===== config.mk =====
export PLATFORM = sky130hd
export DESIGN_NAME = mac_operand_sequencer
export DESIGN_NICKNAME = d
export VERILOG_FILES = /design/src/rtl/mac_operand_sequencer.sv
export SDC_FILE = /design/constraint.sdc
export NUM_CORES = 1
export LEC_CHECK = 0
export CAP_MARGIN = 20
export CORE_MARGIN = 2
export CORE_UTILIZATION = 45
export CTS_BUF_LIST = sky130_fd_sc_hd__clkbuf_4 sky130_fd_sc_hd__clkbuf_8
export CTS_CLUSTER_DIAMETER = 60
export DETAILED_ROUTE_END_ITERATION = 10
export HOLD_SLACK_MARGIN = 0.08
export PLACE_DENSITY = 0.67
export SLEW_MARGIN = 10
export SYNTH_ARGS = -nofsm -noshare
export SYNTH_HDL_FRONTEND = slang
export SYNTH_SLANG_ARGS = --single-unit

===== constraint.sdc =====
create_clock -name clk -period 3.1 [get_ports clk]
set_input_delay 0.62 -clock clk [delete_from_list [all_inputs] [get_ports clk]]
set_output_delay 0.62 -clock clk [all_outputs]
set_load 0.05 [all_outputs]

===== src/rtl/mac_operand_sequencer.sv =====
// Purpose : buffers packed operand pairs in a FIFO and streams one job of up to
//           DEPTH pairs into an external multiply-accumulator, then returns the
//           accumulator value through a valid/ready result port.
// Latency : with no stalls, CLEAR is cycle 1 after start, STREAM cycles 2..len+1,
//           CAPTURE cycle len+2, res_valid from cycle len+3; each empty-FIFO stall adds 1.
// Backpr. : in_ready drops when the FIFO is full (no pass-through); the result
//           is held in DONE until res_ready, and start is ignored while busy.
//
// Ports:
//   clk, rst          clock (rising edge), asynchronous active-high reset
//   in_valid/in_data/in_ready   operand pair push, in_data[3:0]=a, [7:4]=b
//   start, len        single-cycle job request and number of pairs (clamped to DEPTH)
//   busy              high whenever the sequencer is not idle
//   mac_a, mac_b      operands to the accumulator (zero when not streaming a pair)
//   mac_clr           accumulator clear, high for the single CLEAR cycle
//   mac_c             registered accumulator value
//   res_valid/res_data/res_ready  result handshake
//   res_ovf           only with MAC_SEQ_OVF_FLAG_EN: shadow sum of products exceeded 255
//
// Optional feature macro: MAC_SEQ_OVF_FLAG_EN (adds res_ovf and an 11-bit shadow sum).

module mac_operand_sequencer #(
    parameter int DEPTH = 8,
    parameter int LEN_W = 4
) (
    input  logic             clk,
    input  logic             rst,
    input  logic             in_valid,
    input  logic [7:0]       in_data,
    output logic             in_ready,
    input  logic             start,
    input  logic [LEN_W-1:0] len,
    output logic             busy,
    output logic [3:0]       mac_a,
    output logic [3:0]       mac_b,
    output logic             mac_clr,
    input  logic [7:0]       mac_c,
    output logic             res_valid,
    output logic [7:0]       res_data,
    input  logic             res_ready
`ifdef MAC_SEQ_OVF_FLAG_EN
    ,
    output logic             res_ovf
`endif
);

    localparam int PW = $clog2(DEPTH);
    localparam int CW = PW + 1;

    typedef enum logic [2:0] {
        S_IDLE    = 3'd0,
        S_CLEAR   = 3'd1,
        S_STREAM  = 3'd2,
        S_CAPTURE = 3'd3,
        S_DONE    = 3'd4
    } state_t;

    state_t r_state;
    state_t w_next;

    // ------------------------------------------------------------------
    // Operand FIFO
    // ------------------------------------------------------------------
    logic [7:0]    r_mem [DEPTH];
    logic [PW-1:0] r_wr_ptr;
    logic [PW-1:0] r_rd_ptr;
    logic [CW-1:0] r_count;

    logic          w_push;
    logic          w_pop;
    logic          w_empty;
    logic [7:0]    w_head;

    assign in_ready = (r_count < CW'(DEPTH));
    assign w_push   = in_valid && in_ready;
    assign w_empty  = (r_count == '0);
    // A pair pushed this cycle is not visible until the next one, so an empty
    // FIFO always stalls even if in_valid is high.
    assign w_pop    = (r_state == S_STREAM) && !w_empty;
    assign w_head   = r_mem[r_rd_ptr];

    always_ff @(posedge clk) begin
        if (w_push) begin
            r_mem[r_wr_ptr] <= in_data;
        end
    end

    // Pointers are exactly log2(DEPTH) bits wide, so they wrap on their own.
    always_ff @(posedge clk or posedge rst) begin
        if (rst) begin
            r_wr_ptr <= '0;
            r_rd_ptr <= '0;
            r_count  <= '0;
        end else begin
            if (w_push) begin
                r_wr_ptr <= r_wr_ptr + PW'(1);
            end
            if (w_pop) begin
                r_rd_ptr <= r_rd_ptr + PW'(1);
            end
            case ({w_push, w_pop})
                2'b10:   r_count <= r_count + CW'(1);
                2'b01:   r_count <= r_count - CW'(1);
                default: r_count <= r_count;
            endcase
        end
    end

    // ------------------------------------------------------------------
    // Job length: clamp to what the FIFO can ever hold
    // ------------------------------------------------------------------
    logic [CW-1:0] w_len_clamped;
    logic [CW-1:0] r_rem;

    always_comb begin
        w_len_clamped = CW'(len);
        if (32'(len) > DEPTH) begin
            w_len_clamped = CW'(DEPTH);
        end
    end

    always_ff @(posedge clk or posedge rst) begin
        if (rst) begin
            r_rem <= '0;
        end else if ((r_state == S_IDLE) && start) begin
            r_rem <= w_len_clamped;
        end else if (w_pop) begin
            r_rem <= r_rem - CW'(1);
        end
    end

    // ------------------------------------------------------------------
    // FSM: state register
    // ------------------------------------------------------------------
    always_ff @(posedge clk or posedge rst) begin
        if (rst) begin
            r_state <= S_IDLE;
        end else begin
            r_state <= w_next;
        end
    end

    // FSM: next state
    always_comb begin
        w_next = r_state;
        case (r_state)
            S_IDLE: begin
                if (start) begin
                    w_next = S_CLEAR;
                end
            end
            S_CLEAR: begin
                w_next = (r_rem == '0) ? S_CAPTURE : S_STREAM;
            end
            S_STREAM: begin
                if (w_pop && (r_rem == CW'(1))) begin
                    w_next = S_CAPTURE;
                end
            end
            S_CAPTURE: begin
                w_next = S_DONE;
            end
            S_DONE: begin
                if (res_ready) begin
                    w_next = S_IDLE;
                end
            end
            default: begin
                w_next = S_IDLE;
            end
        endcase
    end

    // FSM: outputs
    always_comb begin
        busy      = (r_state != S_IDLE);
        mac_clr   = (r_state == S_CLEAR);
        res_valid = (r_state == S_DONE);
        mac_a     = 4'd0;
        mac_b     = 4'd0;
        if (w_pop) begin
            mac_a = w_head[3:0];
            mac_b = w_head[7:4];
        end
    end

    // ------------------------------------------------------------------
    // Result register: the accumulator has absorbed the last product by the
    // CAPTURE cycle, so mac_c is sampled there and held through DONE.
    // ------------------------------------------------------------------
    logic [7:0] r_res_data;

    always_ff @(posedge clk or posedge rst) begin
        if (rst) begin
            r_res_data <= 8'd0;
        end else if (r_state == S_CAPTURE) begin
            r_res_data <= mac_c;
        end
    end

    assign res_data = r_res_data;

`ifdef MAC_SEQ_OVF_FLAG_EN
    // Shadow sum of products wide enough for DEPTH*225 without wrapping, used
    // only to flag that the 8-bit accumulator result has wrapped.
    logic [10:0] r_shadow;
    logic [10:0] w_prod;

    assign w_prod = 11'(w_head[3:0]) * 11'(w_head[7:4]);

    always_ff @(posedge clk or posedge rst) begin
        if (rst) begin
            r_shadow <= 11'd0;
        end else if (r_state == S_CLEAR) begin
            r_shadow <= 11'd0;
        end else if (w_pop) begin
            r_shadow <= r_shadow + w_prod;
        end
    end

    assign res_ovf = (r_state == S_DONE) && (r_shadow > 11'd255);
`endif

endmodule


==> impl_metrics.tcl <==
# place-and-route summary
set metrics [dict create \
    status "finished, final reports clean" \
    die_h_um 95.3 \
    largest_register_ffs 64 \
    avgRoutedWirePerCell_um 17.2 \
    ys_types 41 \
    setup_viol 0 \
    ant_nets 0 \
    place_inst 377 \
    antenna_found_initial 0 \
    simple_gate_share_pct 6.77 \
    final_cell_mix "edfxtp_1, clkdlybuf4s50_1, dfrtp_1, buf_4, nor2_1" \
    vias_per_cell 5.23 \
    path_cells "or4_4 -> nand2b_4 -> inv_4 -> ha_1 -> xor2_1 -> ha_1 -> a21oi_1 -> xor2_1 -> nor2_1 -> xor2_1" \
    cp.depth 10 \
    crit_path_frequent_cell "xor2_1" \
    rr_worst_depth 10 \
    nFillCells 653 \
    highest_layer "met4" \
    arrival_ns 2.84 \
    drt_wl_total_um 6750 \
    edf_count 64 \
    ir_drop_mv 0.349 \
    netSwitchingFraction_pct 37.3 \
    top_area_share_pct 51.2 \
    flops 89 \
    ys_ff 89 \
    async_flop_share_pct 28.1 \
    comb_share_pct 24.3 \
    p_seq_share_pct 39.1 \
    yosys.area.top_type "edfxtp_1" \
    whs_ns 0.511 \
    areaGrowthSynthToFinish_pct 21.3 \
    io_buffers 44 \
    fin_crit_ns 2.61 \
    drt_iter0_markers 99 \
    synthTopCellsByArea "edfxtp_1, dfrtp_1, mux4_2" \
    buffers 56 \
]
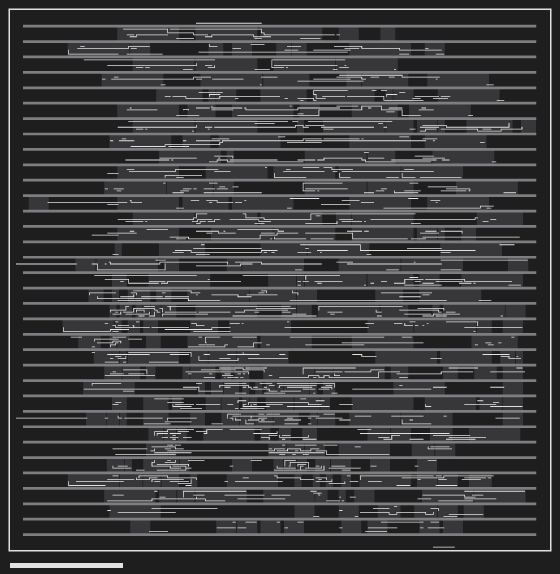
(images/met1.png)
Scale bar: 20 um. Supply wires on this layer in grey. Cells faint in the background.
- nets with wire on the layer: 283
- share of all routed wire: 46%

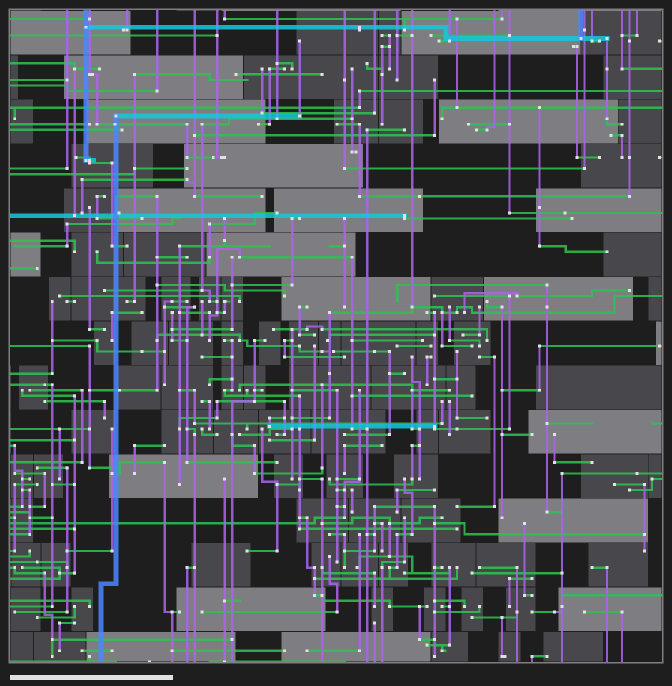
(images/zoom.png)
Scale bar: 10 um. Region (28, 9) to (68, 49) um. Cells in grey, sequential cells in the stronger grey; small squares are vias.
- green: met1
- purple: met2
- blue: met4
- cyan: met3
- sequential cells in the window: 19
- most frequent: dfrtp_1 (12), nand2_1 (8), edfxtp_1 (7)
- netlist names of flops here include: `r_mem` (7), `r_rem` (4), `r_state` (3)
- cells with their middle in the window: 95

